### config.mk
export PLATFORM = sky130hd
export DESIGN_NAME = exe_muldiv_unit_flat
export DESIGN_NICKNAME = d
export VERILOG_FILES = /design/src/rtl/exe_muldiv_unit_if.sv /design/src/rtl/exe_muldiv_unit.sv /design/src/flat_wrapper.sv
export SDC_FILE = /design/constraint.sdc
export NUM_CORES = 2
export LEC_CHECK = 0
export ABC_AREA = 0
export CAP_MARGIN = 0
export CORE_MARGIN = 1.5
export CORE_UTILIZATION = 45
export DETAILED_ROUTE_END_ITERATION = 8
export MAX_ROUTING_LAYER = met4
export SYNTH_ARGS = -nofsm -noshare
export SYNTH_HDL_FRONTEND = slang
export SYNTH_SLANG_ARGS = --single-unit
### constraint.sdc
create_clock -name clk -period 7.4 [get_ports clk]
set_input_delay 2.22 -clock clk [delete_from_list [all_inputs] [get_ports clk]]
set_output_delay 2.22 -clock clk [all_outputs]
set_load 0.05 [all_outputs]
### src/rtl/exe_muldiv_unit_if.sv
// rtl/exe_muldiv_unit_if.sv - request/response bundle between the execute stage and the mul/div unit
interface exe_muldiv_unit_if #(
    parameter int W = 32
);
    logic         in_valid;
    logic         in_ready;
    logic [2:0]   op;
    logic [W-1:0] src_a;
    logic [W-1:0] src_b;
    logic         flush;
    logic         busy;
    logic         done;
    logic         dbz;
    logic [W-1:0] hi;
    logic [W-1:0] lo;

    modport master (
        output in_valid, op, src_a, src_b, flush,
        input  in_ready, busy, done, dbz, hi, lo
    );

    modport slave (
        input  in_valid, op, src_a, src_b, flush,
        output in_ready, busy, done, dbz, hi, lo
    );
endinterface

### src/rtl/exe_muldiv_unit.sv
// rtl/exe_muldiv_unit.sv - multiply/divide unit with HI/LO registers beside the execute-stage ALU
module exe_muldiv_unit #(
    parameter int W       = 32,
    parameter int MUL_LAT = 2
) (
    input logic             clk,
    input logic             rst,
    exe_muldiv_unit_if.slave bus
);
    typedef enum logic [1:0] {S_IDLE, S_MUL, S_DIV, S_FIX} state_t;

    localparam int CW = $clog2(W) + 1;
    localparam logic [2:0] OP_MULT  = 3'd0;
    localparam logic [2:0] OP_MULTU = 3'd1;
    localparam logic [2:0] OP_DIV   = 3'd2;
    localparam logic [2:0] OP_DIVU  = 3'd3;
    localparam logic [2:0] OP_MTHI  = 3'd4;
    localparam logic [2:0] OP_MTLO  = 3'd5;

    state_t         r_state;
    state_t         w_next;
    logic [CW-1:0]  r_cnt;
    logic [W:0]     r_ma;
    logic [W:0]     r_mb;
    logic [W-1:0]   r_quo;
    logic [W-1:0]   r_rem;
    logic [W-1:0]   r_dvs;
    logic [W-1:0]   r_src_a;
    logic           r_neg_q;
    logic           r_neg_r;
    logic           r_zero;
    logic [W-1:0]   r_hi;
    logic [W-1:0]   r_lo;
    logic           r_done;
    logic           r_dbz;

    logic           w_accept;
    logic           w_wr_hi;
    logic           w_wr_lo;
    logic           w_dbz;
    logic [W-1:0]   w_hi_d;
    logic [W-1:0]   w_lo_d;
    logic           w_signed_div;
    logic [W-1:0]   w_a_mag;
    logic [W-1:0]   w_b_mag;
    logic [2*W-1:0] w_ma_x;
    logic [2*W-1:0] w_mb_x;
    logic [2*W-1:0] w_prod;
    logic [W:0]     w_shift;
    logic           w_ge;
    logic [W:0]     w_diff;

    assign bus.in_ready = (r_state == S_IDLE);
    assign bus.busy     = (r_state != S_IDLE);
    assign bus.done     = r_done;
    assign bus.dbz      = r_dbz;
    assign bus.hi       = r_hi;
    assign bus.lo       = r_lo;

    // Operands are carried one bit wider so MULT and MULTU share one signed multiplier.
    assign w_ma_x = {{(W-1){r_ma[W]}}, r_ma};
    assign w_mb_x = {{(W-1){r_mb[W]}}, r_mb};
    assign w_prod = w_ma_x * w_mb_x;

    // Two's-complement negation of MIN yields MIN, which is the correct unsigned magnitude.
    assign w_signed_div = (bus.op == OP_DIV);
    assign w_a_mag = (w_signed_div && bus.src_a[W-1]) ? -bus.src_a : bus.src_a;
    assign w_b_mag = (w_signed_div && bus.src_b[W-1]) ? -bus.src_b : bus.src_b;

    assign w_shift = {r_rem, r_quo[W-1]};
    assign w_ge    = (w_shift >= {1'b0, r_dvs});
    assign w_diff  = w_shift - {1'b0, r_dvs};

    always_ff @(posedge clk) begin
        if (!rst) begin
            r_state <= S_IDLE;
        end else begin
            r_state <= w_next;
        end
    end

    always_comb begin
        w_next   = r_state;
        w_accept = 1'b0;
        w_wr_hi  = 1'b0;
        w_wr_lo  = 1'b0;
        w_dbz    = 1'b0;
        w_hi_d   = r_hi;
        w_lo_d   = r_lo;
        case (r_state)
            S_IDLE: begin
                w_accept = bus.in_valid && (bus.op <= OP_MTLO) && !bus.flush;
                if (w_accept) begin
                    case (bus.op)
                        OP_MULT, OP_MULTU: w_next = S_MUL;
                        OP_DIV, OP_DIVU:   w_next = S_DIV;
                        OP_MTHI: begin
                            w_wr_hi = 1'b1;
                            w_hi_d  = bus.src_a;
                        end
                        default: begin
                            w_wr_lo = 1'b1;
                            w_lo_d  = bus.src_a;
                        end
                    endcase
                end
            end
            S_MUL: begin
                if (r_cnt == CW'(MUL_LAT - 1)) begin
                    w_next  = S_IDLE;
                    w_wr_hi = 1'b1;
                    w_wr_lo = 1'b1;
                    w_hi_d  = w_prod[2*W-1:W];
                    w_lo_d  = w_prod[W-1:0];
                end
            end
            S_DIV: begin
                if (r_cnt == CW'(W - 1)) begin
                    w_next = S_FIX;
                end
            end
            default: begin
                w_next  = S_IDLE;
                w_wr_hi = 1'b1;
                w_wr_lo = 1'b1;
                if (r_zero) begin
                    w_dbz  = 1'b1;
                    w_lo_d = {W{1'b1}};
                    w_hi_d = r_src_a;
                end else begin
                    w_lo_d = r_neg_q ? -r_quo : r_quo;
                    w_hi_d = r_neg_r ? -r_rem : r_rem;
                end
            end
        endcase
        // Flush kills whatever write or transition this edge would have made.
        if (bus.flush) begin
            w_next  = S_IDLE;
            w_wr_hi = 1'b0;
            w_wr_lo = 1'b0;
            w_dbz   = 1'b0;
        end
    end

    always_ff @(posedge clk) begin
        if (!rst) begin
            r_cnt   <= '0;
            r_ma    <= '0;
            r_mb    <= '0;
            r_quo   <= '0;
            r_rem   <= '0;
            r_dvs   <= '0;
            r_src_a <= '0;
            r_neg_q <= 1'b0;
            r_neg_r <= 1'b0;
            r_zero  <= 1'b0;
            r_hi    <= '0;
            r_lo    <= '0;
            r_done  <= 1'b0;
            r_dbz   <= 1'b0;
        end else begin
            r_done <= w_wr_hi || w_wr_lo;
            r_dbz  <= w_dbz;
            if (w_wr_hi) begin
                r_hi <= w_hi_d;
            end
            if (w_wr_lo) begin
                r_lo <= w_lo_d;
            end
            if (w_accept) begin
                r_cnt   <= '0;
                r_ma    <= {(bus.op == OP_MULT) && bus.src_a[W-1], bus.src_a};
                r_mb    <= {(bus.op == OP_MULT) && bus.src_b[W-1], bus.src_b};
                r_quo   <= w_a_mag;
                r_rem   <= '0;
                r_dvs   <= w_b_mag;
                r_src_a <= bus.src_a;
                r_neg_q <= w_signed_div && (bus.src_a[W-1] ^ bus.src_b[W-1]);
                r_neg_r <= w_signed_div && bus.src_a[W-1];
                r_zero  <= (bus.src_b == '0);
            end else if (r_state == S_MUL) begin
                r_cnt <= r_cnt + 1'b1;
            end else if (r_state == S_DIV) begin
                r_cnt <= r_cnt + 1'b1;
                r_quo <= {r_quo[W-2:0], w_ge};
                r_rem <= w_ge ? w_diff[W-1:0] : w_shift[W-1:0];
            end
        end
    end
endmodule

### src/flat_wrapper.sv
// flat-port wrapper written by rule: the top's interface ports become plain ports
module exe_muldiv_unit_flat 
#(
    parameter int W       = 32,
    parameter int MUL_LAT = 2
)
  (clk, rst, bus_in_valid, bus_op, bus_src_a, bus_src_b, bus_flush, bus_in_ready, bus_busy, bus_done, bus_dbz, bus_hi, bus_lo);
  exe_muldiv_unit_if #(.W(W)) bus_i ();
  input logic clk;
  input logic rst;
  input wire logic [$bits(bus_i.in_valid)-1:0] bus_in_valid;
  input wire logic [$bits(bus_i.op)-1:0] bus_op;
  input wire logic [$bits(bus_i.src_a)-1:0] bus_src_a;
  input wire logic [$bits(bus_i.src_b)-1:0] bus_src_b;
  input wire logic [$bits(bus_i.flush)-1:0] bus_flush;
  output wire logic [$bits(bus_i.in_ready)-1:0] bus_in_ready;
  output wire logic [$bits(bus_i.busy)-1:0] bus_busy;
  output wire logic [$bits(bus_i.done)-1:0] bus_done;
  output wire logic [$bits(bus_i.dbz)-1:0] bus_dbz;
  output wire logic [$bits(bus_i.hi)-1:0] bus_hi;
  output wire logic [$bits(bus_i.lo)-1:0] bus_lo;
  assign bus_i.in_valid = bus_in_valid;
  assign bus_i.op = bus_op;
  assign bus_i.src_a = bus_src_a;
  assign bus_i.src_b = bus_src_b;
  assign bus_i.flush = bus_flush;
  assign bus_in_ready = bus_i.in_ready;
  assign bus_busy = bus_i.busy;
  assign bus_done = bus_i.done;
  assign bus_dbz = bus_i.dbz;
  assign bus_hi = bus_i.hi;
  assign bus_lo = bus_i.lo;
  exe_muldiv_unit #(.W(W), .MUL_LAT(MUL_LAT)) u_core (.clk(clk), .rst(rst), .bus(bus_i));
endmodule
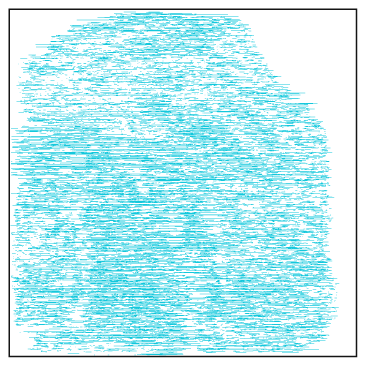
*The metal 1 layer*
Scale: 1 px per um.
- main direction: horizontal
- wire length on this layer: 72.5 mm
- longest straight run: 105 um
- nets with wire on the layer: 7,207
WL final: 166,000 um
total number of vias: 42,573
met1 Use GR: 0.394

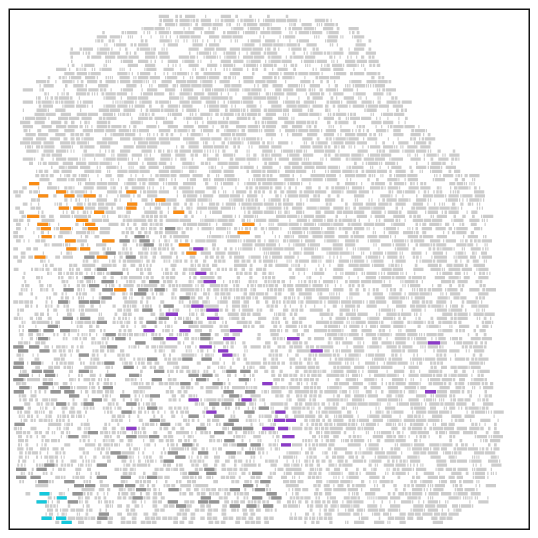
*Sequential cells coloured by netlist name*
Scale: 1.5 px per um. Other sequential cells in the stronger grey, the rest of the logic in the fainter grey.
- orange: u_core.r_mb (flops 32; where west)
- cyan: u_core.r_cnt (flops 6; where south-west)
- purple: u_core.r_src_a (flops 31)

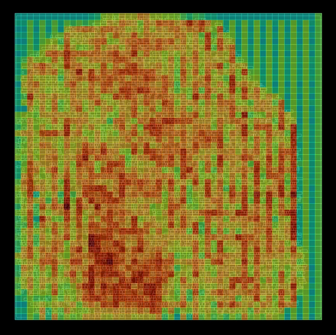
*Routing congestion*
GRT Total Usage: 0.289
met2 Track Usage GR: 0.467
fin util: 0.537

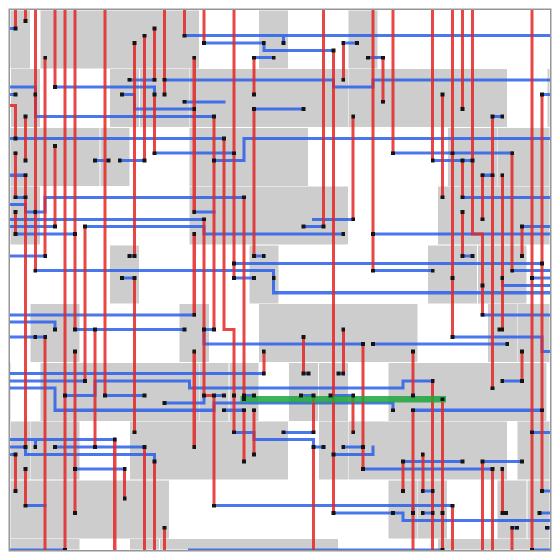
*Close-up of the layout*
Window x 247 to 272, y 247 to 272 um. Cells in grey, sequential cells in the stronger grey; small squares are vias.
- green: metal 3
- blue: metal 1
- red: metal 2
- most frequent: fa_1 (11), nand2_1 (10), inv_1 (9)
- sequential cells in the window: 0
- cells with their middle in the window: 38

==> results.json <==
{
  "crit_path_start_kind": "register",
  "intPower_uw": 3010,
  "yosys.cell_types.count": 75,
  "io_pins": 139,
  "status": "complete, but fails checks",
  "grt_max_degree": 86,
  "maxCapViolations": 0,
  "place_area_um2": 59400,
  "fillCellCount": 10729,
  "min_to": "u_core.r_dvs[31]$_SDFFE_PN0P_",
  "fp_nets": 7506,
  "die_h_um": 346,
  "seq_share": 0.0779,
  "buf_share": 0.109,
  "r2r-start": "u_core.r_src_a[8]$_SDFFE_PN0P_",
  "log.warning_count": 33,
  "rr_worst_depth": 28,
  "ys_sh_aoi": 0.102,
  "cts-buffers-inserted": 29,
  "routedWlPerCell_um": 20.9,
  "comb_cells": 4254,
  "first_iter_violations": 2983,
  "place_congestion": 0.957,
  "comb_power_share": 0.410,
  "edf_count": 0,
  "worst-path-buf-inv": 7,
  "synth-main-ff-cell": "dfxtp_1",
  "fp_util": 0.454,
  "p_comb_uw": 2030,
  "synth_warnings": 0,
  "setup_viol": 18,
  "path_depth": 28,
  "syn-instance-count": 6055,
  "switchingPower_uw": 1930,
  "postCtsHoldBufs": 0,
  "layout_setup_ws_ns": -0.193,
  "clkCellAreaFrac": 0.0152,
  "grt_overflow": 0,
  "adder_share": 0.487,
  "avgSynthCellArea_um2": 8.72,
  "hold_class": "reg2reg",
  "stdcell_count": 7944,
  "ctsHtreeMaxLevel": 1,
  "antenna_cells": 0,
  "timing.rr.end": "u_core.bus.hi[28]$_SDFFE_PN0P_",
  "dp_hpwl_um": 136000,
  "p_seq_uw": 1420,
  "top_cell_area_share": 0.427,
  "simple_gate_area_frac": 0.167,
  "ys_ff": 238,
  "taps": 1524,
  "ys_sh_xor": 0.0342,
  "slew_viol_final": 0,
  "top_area_cell_class": "multi-input combinational cells",
  "fin_crit_sh": 1.03,
  "antenna_left": 0,
  "comb_share": 0.696,
  "clkSlewWorstSetupHoldPaths_ns": 0.07,
  "preCtsSetupSlack_ns": -0.744,
  "worst_skew_pair.late_latency_ns": 0.60,
  "required_ns": 7.90,
  "drc": 0,
  "hp-start": "u_core.r_dvs[31]$_SDFFE_PN0P_",
  "skew_ns": 0.0316,
  "switching_share": 0.390,
  "grt_first_pass_wirelength_um": 262000,
  "synthMostInstantiatedCell": "inv_1",
  "portBuffers": 138,
  "p_clk_uw": 1490,
  "flops": 238,
  "hold_ws_ns": 0.469,
  "logic_family": "adder cells",
  "cts-root-buf": "clkbuf_16",
  "worst_path_most_repeated_cell": "fa_1",
  "drive_gt1_frac": 0.145,
  "pwr-share-clk": 0.302,
  "post-route-min-period_ns": 7.59,
  "met1Wirelength_um": 72500,
  "crit_family": "adder cells",
  "lay_top_count": "inv_1",
  "fp.dieW_um": 346,
  "layout.nets": 7850,
  "placementRows": 125,
  "yosys_area_um2": 52800,
  "dr_wl_met2_um": 79600,
  "place_inst": 7835,
  "reg2reg_slack_ns": -0.19,
  "netlist_area_um2": 52800,
  "regArea_um2": 4870,
  "final_cell_mix": "1,134 x inv_1, 1,092 x fa_1, 863 x nand2_1",
  "worstMarginPinSlew_ns": 1.08,
  "power_density_nw_per_um2": 79.1,
  "chip_area_um2": 119000,
  "synth.area.top_cells": "fa_1 43%, dfxtp_1 9.0%, inv_1 8.4%",
  "endpoint": "u_core.bus.hi[28]$_SDFFE_PN0P_",
  "p_seq_frac": 0.288,
  "inverters": 1186,
  "cts.sinks": 238,
  "slew_headroom": 0.278,
  "crit_start": "u_core.r_src_a[8]$_SDFFE_PN0P_",
  "clock_buffer_count": 42,
  "vdd_drop_max_v": 0.000158,
  "antenna_found_initial": 1,
  "rsz0062_at_grt": "true",
  "violations": "negative setup slack",
  "yosysTopAreaCell": "fa_1",
  "crit_path_end_kind": "register",
  "crit_type": "reg2reg",
  "fmax_ghz": 0.132,
  "top_layer_used": "met4",
  "whs_path_depth": 2,
  "worstPathArrival_ns": 8.10,
  "finalHoldViolCount": 0,
  "fin_area_um2": 62500,
  "firstDrtPassIters": 6,
  "dr_wl_met3_um": 9360,
  "mux_area_frac": 0.00819,
  "power_leader": "combinational cells",
  "async_reset_ff_frac": 0,
  "area_growth_pct": 18.3,
  "netlist_top_cells_count": "1,186 x inv_1, 1,126 x fa_1, 876 x nand2_1",
  "worst-path-max-fanout": 11,
  "vias_per_cell": 5.36,
  "coreArea_um2": 116000
}
per-stage QoR:
| stage | setup TNS (ns) | utilization | total power, uW |
|---|---|---|---|
| floorplan | -0.00546 | - | 2560 |
| global placement | -15.55 | 0.511 | 3330 |
| detailed placement | -15.47 | 0.511 | 3330 |
| CTS | -1.58 | 0.530 | 4900 |
| global route | -7.53 | 0.537 | 5190 |
| finish | -1.87 | 0.537 | 4940 |
what timing repair did:
item                       4_1_cts  5_1_grt
hold endpoints to repair         0        0
setup buffers                   37       24
pin swaps                      107       99
gates resized                  233      180
gates cloned                     4        1
setup endpoints to repair       36       37
per-layer routing:
layer | GRT usage | vias to the layer above
li1 | - | 19163
met1 | 0.394 | 21942
met2 | 0.467 | 1262
met3 | 0.0272 | 206
met4 | 0.0690 | 0
met5 | - | -
Power and IR drop assume default switching activity.
